### PDN straps and rails, run 1

The bar under the picture is 20 µm long. Pins as bars on the die edge.
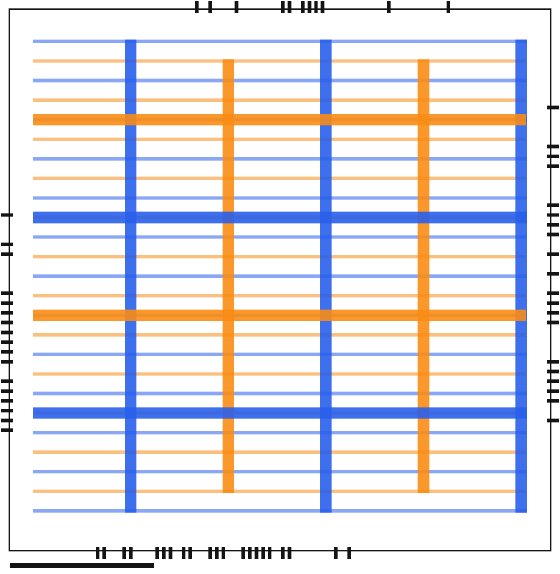
### Cell classes on the final placement, run 1

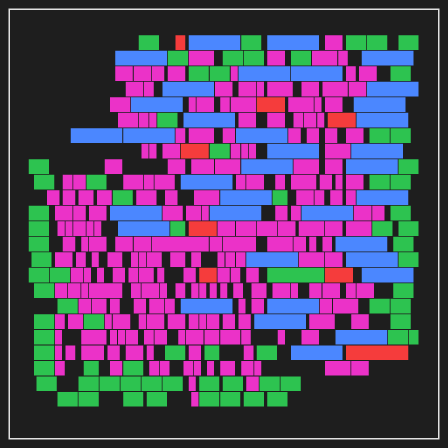
### Clock distribution, run 1

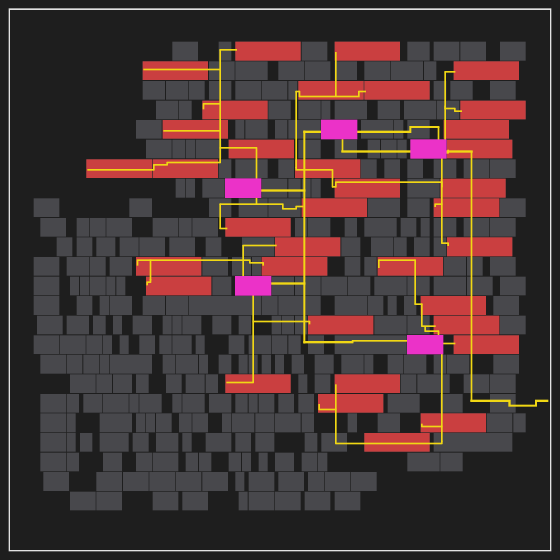
===== config.mk =====
export PLATFORM = sky130hd
export DESIGN_NAME = mccpu_ctrl_flat
export DESIGN_NICKNAME = d
export VERILOG_FILES = /design/src/rtl/mccpu_ctrl_if.sv /design/src/rtl/mccpu_ctrl.sv /design/src/flat_wrapper.sv
export SDC_FILE = /design/constraint.sdc
export NUM_CORES = 1
export LEC_CHECK = 0
export CORE_MARGIN = 3
export CORE_UTILIZATION = 53
export CTS_CLUSTER_DIAMETER = 60
export DETAILED_ROUTE_END_ITERATION = 8
export HOLD_SLACK_MARGIN = 0.15
export PLACE_DENSITY = 0.95
export SLEW_MARGIN = 20
export SYNTH_ARGS = -nofsm -noshare
export SYNTH_HDL_FRONTEND = slang
export SYNTH_SLANG_ARGS = --single-unit

===== constraint.sdc =====
create_clock -name clk -period 5.3 [get_ports clk]
set_clock_uncertainty 0.05 [all_clocks]
set_input_delay 1.06 -clock clk [delete_from_list [all_inputs] [get_ports clk]]
set_output_delay 1.06 -clock clk [all_outputs]
set_load 0.05 [all_outputs]

===== src/rtl/mccpu_ctrl_if.sv =====
// Control bus between the multi-cycle MIPS main controller and its datapath.
//   opcode/funct : IR fields decoded by the controller
//   zero         : registered ALU zero flag
//   PCWrite..ALUOp : datapath write enables and mux selects
//   state        : current controller phase (0 IF, 1 ID, 2 EXE, 3 MEM, 4 WB)
//   instr_cnt    : retired-instruction count, CNT_W bits wide
// master = controller side, slave = datapath side.
interface mccpu_ctrl_if #(parameter int CNT_W = 32);
   logic [5:0]       opcode;
   logic [5:0]       funct;
   logic             zero;
   logic             PCWrite;
   logic [1:0]       NPCOp;
   logic             IorD;
   logic             MemWrite;
   logic             IRWrite;
   logic             RegWrite;
   logic [1:0]       GPRSel;
   logic [1:0]       WDSel;
   logic [1:0]       ALUSrcA;
   logic [1:0]       ALUSrcB;
   logic [3:0]       ALUOp;
   logic [2:0]       state;
   logic [CNT_W-1:0] instr_cnt;

   modport master (
      input  opcode, funct, zero,
      output PCWrite, NPCOp, IorD, MemWrite, IRWrite, RegWrite,
             GPRSel, WDSel, ALUSrcA, ALUSrcB, ALUOp, state, instr_cnt
   );

   modport slave (
      output opcode, funct, zero,
      input  PCWrite, NPCOp, IorD, MemWrite, IRWrite, RegWrite,
             GPRSel, WDSel, ALUSrcA, ALUSrcB, ALUOp, state, instr_cnt
   );
endinterface


===== src/rtl/mccpu_ctrl.sv =====
// Main control FSM of the multi-cycle MIPS CPU (shared instruction/data memory).
// Walks IF/ID/EXE/MEM/WB, decoding opcode/funct into datapath selects and write
// enables, and counts retired instructions.
//   clk  : rising-edge clock
//   rstn : asynchronous active-low reset
//   bus  : mccpu_ctrl_if.master (decode inputs, control outputs, state, instr_cnt)
module mccpu_ctrl #(
   parameter int CNT_W = 32
) (
   input logic          clk,
   input logic          rstn,
   mccpu_ctrl_if.master bus
);

   typedef enum logic [2:0] {
      S_IF  = 3'd0,
      S_ID  = 3'd1,
      S_EXE = 3'd2,
      S_MEM = 3'd3,
      S_WB  = 3'd4
   } state_t;

   typedef enum logic [3:0] {
      A_ADD = 4'd0, A_SUB = 4'd1, A_AND = 4'd2, A_OR  = 4'd3,
      A_XOR = 4'd4, A_NOR = 4'd5, A_SLT = 4'd6, A_SLTU = 4'd7,
      A_SLL = 4'd8, A_SRL = 4'd9, A_SRA = 4'd10, A_LUI = 4'd11
   } alu_op_t;

   state_t           state_q, state_d;
   logic [CNT_W-1:0] cnt_q;

   logic    is_r, r_alu, r_sh, r_jr;
   logic    i_alu, op_lw, op_sw, op_beq, op_bne, op_j, op_jal, legal;
   alu_op_t r_op, i_op;
   logic [1:0] i_srcb;

   always_comb begin
      is_r   = (bus.opcode == 6'h00);
      op_j   = (bus.opcode == 6'h02);
      op_jal = (bus.opcode == 6'h03);
      op_beq = (bus.opcode == 6'h04);
      op_bne = (bus.opcode == 6'h05);
      op_lw  = (bus.opcode == 6'h23);
      op_sw  = (bus.opcode == 6'h2B);
      r_jr   = is_r && (bus.funct == 6'h08);
      r_sh   = is_r && (bus.funct == 6'h00 || bus.funct == 6'h02 || bus.funct == 6'h03);

      r_alu = is_r;
      r_op  = A_ADD;
      case (bus.funct)
         6'h20, 6'h21: r_op = A_ADD;
         6'h22, 6'h23: r_op = A_SUB;
         6'h24:        r_op = A_AND;
         6'h25:        r_op = A_OR;
         6'h26:        r_op = A_XOR;
         6'h27:        r_op = A_NOR;
         6'h2A:        r_op = A_SLT;
         6'h2B:        r_op = A_SLTU;
         6'h00:        r_op = A_SLL;
         6'h02:        r_op = A_SRL;
         6'h03:        r_op = A_SRA;
         default:      r_alu = 1'b0;
      endcase
      r_alu = r_alu && !r_sh;

      i_alu  = 1'b1;
      i_op   = A_ADD;
      i_srcb = 2'b11;
      case (bus.opcode)
         6'h08, 6'h09: begin i_op = A_ADD; i_srcb = 2'b10; end
         6'h0A:        begin i_op = A_SLT; i_srcb = 2'b10; end
         6'h0C:        i_op = A_AND;
         6'h0D:        i_op = A_OR;
         6'h0E:        i_op = A_XOR;
         6'h0F:        i_op = A_LUI;
         default:      i_alu = 1'b0;
      endcase

      legal = r_alu || r_sh || r_jr || i_alu || op_lw || op_sw ||
              op_beq || op_bne || op_j || op_jal;
   end

   always_comb begin
      state_d      = S_IF;
      bus.PCWrite  = 1'b0;
      bus.NPCOp    = 2'b00;
      bus.IorD     = 1'b0;
      bus.MemWrite = 1'b0;
      bus.IRWrite  = 1'b0;
      bus.RegWrite = 1'b0;
      bus.GPRSel   = 2'b00;
      bus.WDSel    = 2'b00;
      bus.ALUSrcA  = 2'b00;
      bus.ALUSrcB  = 2'b00;
      bus.ALUOp    = A_ADD;

      case (state_q)
         S_IF: begin
            bus.IRWrite = 1'b1;
            bus.ALUSrcB = 2'b01;
            bus.PCWrite = 1'b1;
            state_d     = S_ID;
         end
         S_ID: begin
            if (op_j || op_jal) begin
               bus.PCWrite = 1'b1;
               bus.NPCOp   = 2'b10;
               if (op_jal) begin
                  bus.RegWrite = 1'b1;
                  bus.GPRSel   = 2'b10;
                  bus.WDSel    = 2'b10;
               end
            end else if (r_jr) begin
               bus.PCWrite = 1'b1;
               bus.NPCOp   = 2'b11;
            end else if (legal) begin
               state_d = S_EXE;
            end
         end
         S_EXE: begin
            bus.ALUSrcA = 2'b01;
            if (is_r) begin
               bus.ALUOp = r_op;
               if (r_sh) bus.ALUSrcA = 2'b10;
               state_d = S_WB;
            end else if (i_alu) begin
               bus.ALUOp   = i_op;
               bus.ALUSrcB = i_srcb;
               state_d     = S_WB;
            end else if (op_lw || op_sw) begin
               bus.ALUSrcB = 2'b10;
               state_d     = S_MEM;
            end else begin
               // beq/bne: PC loads the branch target only when the condition holds
               bus.ALUOp   = A_SUB;
               bus.NPCOp   = 2'b01;
               bus.PCWrite = op_beq ? bus.zero : !bus.zero;
            end
         end
         S_MEM: begin
            bus.IorD = 1'b1;
            if (op_sw) bus.MemWrite = 1'b1;
            else       state_d = S_WB;
         end
         S_WB: begin
            bus.RegWrite = 1'b1;
            if (op_lw) begin
               bus.WDSel  = 2'b01;
               bus.GPRSel = 2'b01;
            end else if (!is_r) begin
               bus.GPRSel = 2'b01;
            end
         end
         default: state_d = S_IF;
      endcase

      // Outputs are combinational, so holding reset must also mask them directly.
      if (!rstn) begin
         bus.PCWrite  = 1'b0;
         bus.NPCOp    = 2'b00;
         bus.IorD     = 1'b0;
         bus.MemWrite = 1'b0;
         bus.IRWrite  = 1'b0;
         bus.RegWrite = 1'b0;
         bus.GPRSel   = 2'b00;
         bus.WDSel    = 2'b00;
         bus.ALUSrcA  = 2'b00;
         bus.ALUSrcB  = 2'b00;
         bus.ALUOp    = A_ADD;
      end
   end

   always_ff @(posedge clk or negedge rstn) begin
      if (!rstn) begin
         state_q <= S_IF;
         cnt_q   <= '0;
      end else begin
         state_q <= state_d;
         if (state_q != S_IF && state_d == S_IF) cnt_q <= cnt_q + CNT_W'(1);
      end
   end

   assign bus.state     = state_q;
   assign bus.instr_cnt = cnt_q;

endmodule

===== src/flat_wrapper.sv =====
// flat-port wrapper written by rule: the top's interface ports become plain ports
module mccpu_ctrl_flat 
#(
   parameter int CNT_W = 32
)
  (clk, rstn, bus_opcode, bus_funct, bus_zero, bus_PCWrite, bus_NPCOp, bus_IorD, bus_MemWrite, bus_IRWrite, bus_RegWrite, bus_GPRSel, bus_WDSel, bus_ALUSrcA, bus_ALUSrcB, bus_ALUOp, bus_state, bus_instr_cnt);
  mccpu_ctrl_if #(.CNT_W(CNT_W)) bus_i ();
  input logic clk;
  input logic rstn;
  input wire logic [$bits(bus_i.opcode)-1:0] bus_opcode;
  input wire logic [$bits(bus_i.funct)-1:0] bus_funct;
  input wire logic [$bits(bus_i.zero)-1:0] bus_zero;
  output wire logic [$bits(bus_i.PCWrite)-1:0] bus_PCWrite;
  output wire logic [$bits(bus_i.NPCOp)-1:0] bus_NPCOp;
  output wire logic [$bits(bus_i.IorD)-1:0] bus_IorD;
  output wire logic [$bits(bus_i.MemWrite)-1:0] bus_MemWrite;
  output wire logic [$bits(bus_i.IRWrite)-1:0] bus_IRWrite;
  output wire logic [$bits(bus_i.RegWrite)-1:0] bus_RegWrite;
  output wire logic [$bits(bus_i.GPRSel)-1:0] bus_GPRSel;
  output wire logic [$bits(bus_i.WDSel)-1:0] bus_WDSel;
  output wire logic [$bits(bus_i.ALUSrcA)-1:0] bus_ALUSrcA;
  output wire logic [$bits(bus_i.ALUSrcB)-1:0] bus_ALUSrcB;
  output wire logic [$bits(bus_i.ALUOp)-1:0] bus_ALUOp;
  output wire logic [$bits(bus_i.state)-1:0] bus_state;
  output wire logic [$bits(bus_i.instr_cnt)-1:0] bus_instr_cnt;
  assign bus_i.opcode = bus_opcode;
  assign bus_i.funct = bus_funct;
  assign bus_i.zero = bus_zero;
  assign bus_PCWrite = bus_i.PCWrite;
  assign bus_NPCOp = bus_i.NPCOp;
  assign bus_IorD = bus_i.IorD;
  assign bus_MemWrite = bus_i.MemWrite;
  assign bus_IRWrite = bus_i.IRWrite;
  assign bus_RegWrite = bus_i.RegWrite;
  assign bus_GPRSel = bus_i.GPRSel;
  assign bus_WDSel = bus_i.WDSel;
  assign bus_ALUSrcA = bus_i.ALUSrcA;
  assign bus_ALUSrcB = bus_i.ALUSrcB;
  assign bus_ALUOp = bus_i.ALUOp;
  assign bus_state = bus_i.state;
  assign bus_instr_cnt = bus_i.instr_cnt;
  mccpu_ctrl #(.CNT_W(CNT_W)) u_core (.clk(clk), .rstn(rstn), .bus(bus_i));
endmodule

==> flow_summary.ini, run 1 <==
; synthesis and place-and-route metrics
[setup_path]
crit_fanout = 10

[clock_tree]
clock_sinks = 35
cts_buffer_depth = 2

[global_routing]
antenna_found_initial = 0
grt_util_all_layers_pct = 23.9
grt_start_max_net_pins = 32

[route]
dr.pass1.iters = 4
dr_wl_met3_um = 410
drt-met1-wl_um = 2660
drt_iter0_drc = 155
routed.top_layer = met4

[pwr]
switching_share_pct = 50.8
pwr-share-clk_pct = 15.5

[outcome]
run_status = completed

[finish]
drive_gt1_share_pct = 13.4
sequential_cell_total = 35
seq-cell-share_pct = 26.2
antennaDiodeCount = 0
comb_cells = 213

[timing]
slew_headroom_pct = 53.7

[yosys]
top_cells_by_count = dfrtp_1 (35), xor2_1 (31), nand2_1 (25), nor4_2 (19)
netlist_instances = 276
synthTopCellsByArea = dfrtp_1 (35%), xor2_1 (11%), nor4_2 (9.4%)

[flow_run]
cap_violations = 0

[hold_path]
whs_path_depth = 1
## Picture notes: 'PDN straps and rails'
blue -> VSS
orange -> VDD
met4 straps = 5
signal pins = 69
met1 rails = 25
met5 straps = 4

## Picture notes: 'Cell classes on the final placement'
magenta -> combinational and other logic  # cells 220, share of their area 47%
green -> remaining buffers and delay cells  # cells 73, share of their area 22%
blue -> sequential cells  # cells 35, share of their area 27%
red -> clock drivers and dummy loads  # cells 8, share of their area 3.4%

## Picture notes: 'Clock distribution'
yellow -> clock wires  # length 464 µm
red -> flip-flops  # count 35
magenta -> clock drivers  # count 5
routed clock nets = 6

==> run 1: stage by stage <==
step / util (%) / area [µm²] / power (W) / setup WS [ns]
2_1_floorplan: - / 2530 / 0.00103 / 0.582
3_3_place_gp: 71.4 / 3200 / 0.00126 / 0.436
3_5_place_dp: 71.4 / 3200 / 0.00128 / 0.356
4_1_cts: 74.0 / 3310 / 0.00153 / 0.322
5_1_grt: 74.6 / 3340 / 0.00164 / 0.221
6_report: 74.6 / 3340 / 0.00156 / 0.336
==> run 1: cells by family after synthesis <==
logic type                 Yosys count  synth area share, %
and+or+nand+nor                    144                 37.5
xor gates and xnor gates            34                 11.8
buffers and inverters               28                 5.89
DFF                                 35                 34.6
muxes                                1                0.445
adders and majority gates            1                0.494
AOI/OAI and AO/OA                   33                 9.25
### Signal wires by layer, run 1

The bar under the picture is 20 µm long.
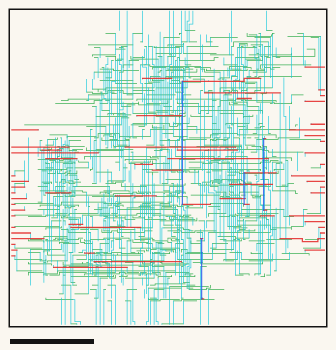

==> run 2: changes to the inputs <==
CORE_UTILIZATION = 54   (was 53)
CTS_BUF_LIST = sky130_fd_sc_hd__clkbuf_4   (was default)
### Signal wires by layer, run 2

The bar under the picture is 20 µm long.
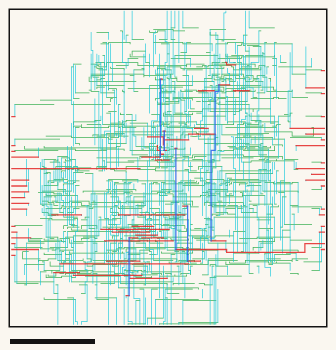
red -> metal 3  # wire length 361 µm
green -> metal 1  # wire length 2820 µm
cyan -> metal 2  # wire length 3150 µm
blue -> metal 4  # wire length 112 µm

==> run 2 against run 1 <==
First-iteration DRC count up 43%. Design area down 2.2%. Power down 8.1%. Clock-buffer cell count up 1. Largest cell class unchanged. Flip-flop count unchanged. Die area down 1.7%. Non-clock buffer count unchanged. Register-to-register slack worse by 0.27 ns. Critical path type unchanged. Sequential power about the same.
==> flow_summary.ini, run 2 <==
; synthesis and place-and-route metrics
[route]
dr.pass1.iters = 5
routed.top_layer = met4
wl_um = 6450
dr_wl_met3_um = 361
drt_iter0_drc = 221

[clock_tree]
hold_buffers = 0
cts_buffer_depth = 2
clock_sinks = 35

[yosys]
top_cells_by_count = dfrtp_1 (35), xor2_1 (31), nand2_1 (25), nor4_2 (19)
ys_sh_aoi_pct = 9.25
synthTopCellsByArea = dfrtp_1 (35%), xor2_1 (11%), nor4_2 (9.4%)
synth-simple-area-share_pct = 37.5
synth_warnings = 0
synth_top_cell_by_count = dfrtp_1
synthTopLogicFamily = simple AND/OR/NAND/NOR gates
netlist_instances = 276
ys.flop_type = dfrtp_1
xor_share_pct = 11.8
ys_sh_mux_pct = 0.445
synthAdderAreaFrac_pct = 0.495

[setup_path]
crit_fanout = 8
critical_path_class = primary input to primary output
critPathLaunchType = primary input
rr_worst_depth = 6

[finish]
sequential_cell_total = 35
comb_cells = 213
design_area_mm2 = 0.00326
antennaDiodeCount = 0
drive_gt1_share_pct = 13.4
seq-cell-share_pct = 26.9

[floorplan]
die_y_um = 74.4
die-area_mm2 = 0.00554

[place]
dp_slack_ns = 0.382
place_area_mm2 = 0.00320

[pwr]
p_leak_nw = 1.10
power.total_w = 0.00143
switching_share_pct = 54.0
pwr-share-clk_pct = 10.3

[global_routing]
grt_start_max_net_pins = 40
antenna_found_initial = 0
grt_util_all_layers_pct = 23.9

[outcome]
run_status = completed

[timing]
slew_viol_final = 0
slew_headroom_pct = 25.1
final.setup.worst_slack_ns = 0.336

[hold_path]
whs_path_depth = 1

[flow_run]
cap_violations = 0
### Track usage over the die, run 2

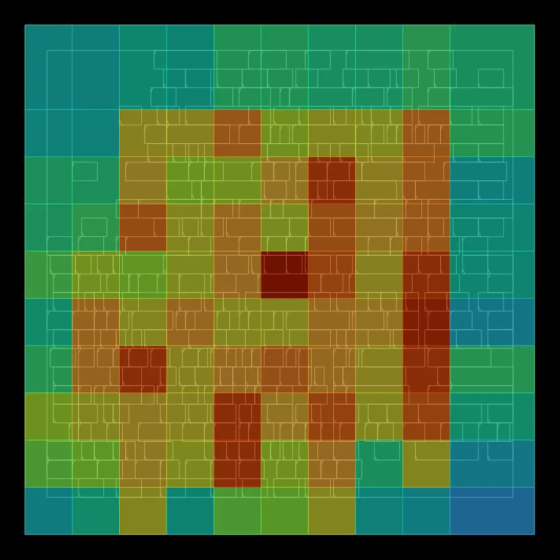
Final Core Density: 73.4%
DR WL/cell: 16.6 µm
M1 GR Usage: 32.7%
GRT Max-Usage Layer: met2
met3 usage: 3.78%

[run 2: netlist changes by cell type in the layout (fill, tap and decap cells not counted)]
| cell | delta |
|---|---|
| clkbuf_4 | +6 |
| buf_16 | -1 |
| clkinvlp_4 | +1 |
| clkinv_4 | -1 |
| buf_4 | +1 |
| bufinv_16 | -1 |
| clkbuf_8 | -5 |
[run 2: power groups by stage]
stage,combinational (W),clock (W),sequential [W]
3_3_place_gp,0.000832,0,0.000427
5_1_grt,0.000906,0.000163,0.000441
4_1_cts,0.000855,0.000149,0.000427
3_5_place_dp,0.000849,0,0.000432
6_report,0.000855,0.000147,0.000429
2_1_floorplan,0.000384,0,0.000650
[run 2: worst max-delay path, delay by kind of cell]
family / cells / cell delay (ns)
buf+inv: 2 / 1.33
simple gates: 3 / 0.98
compound gates: 2 / 0.48
Power is estimated from default activity; no workload was simulated.
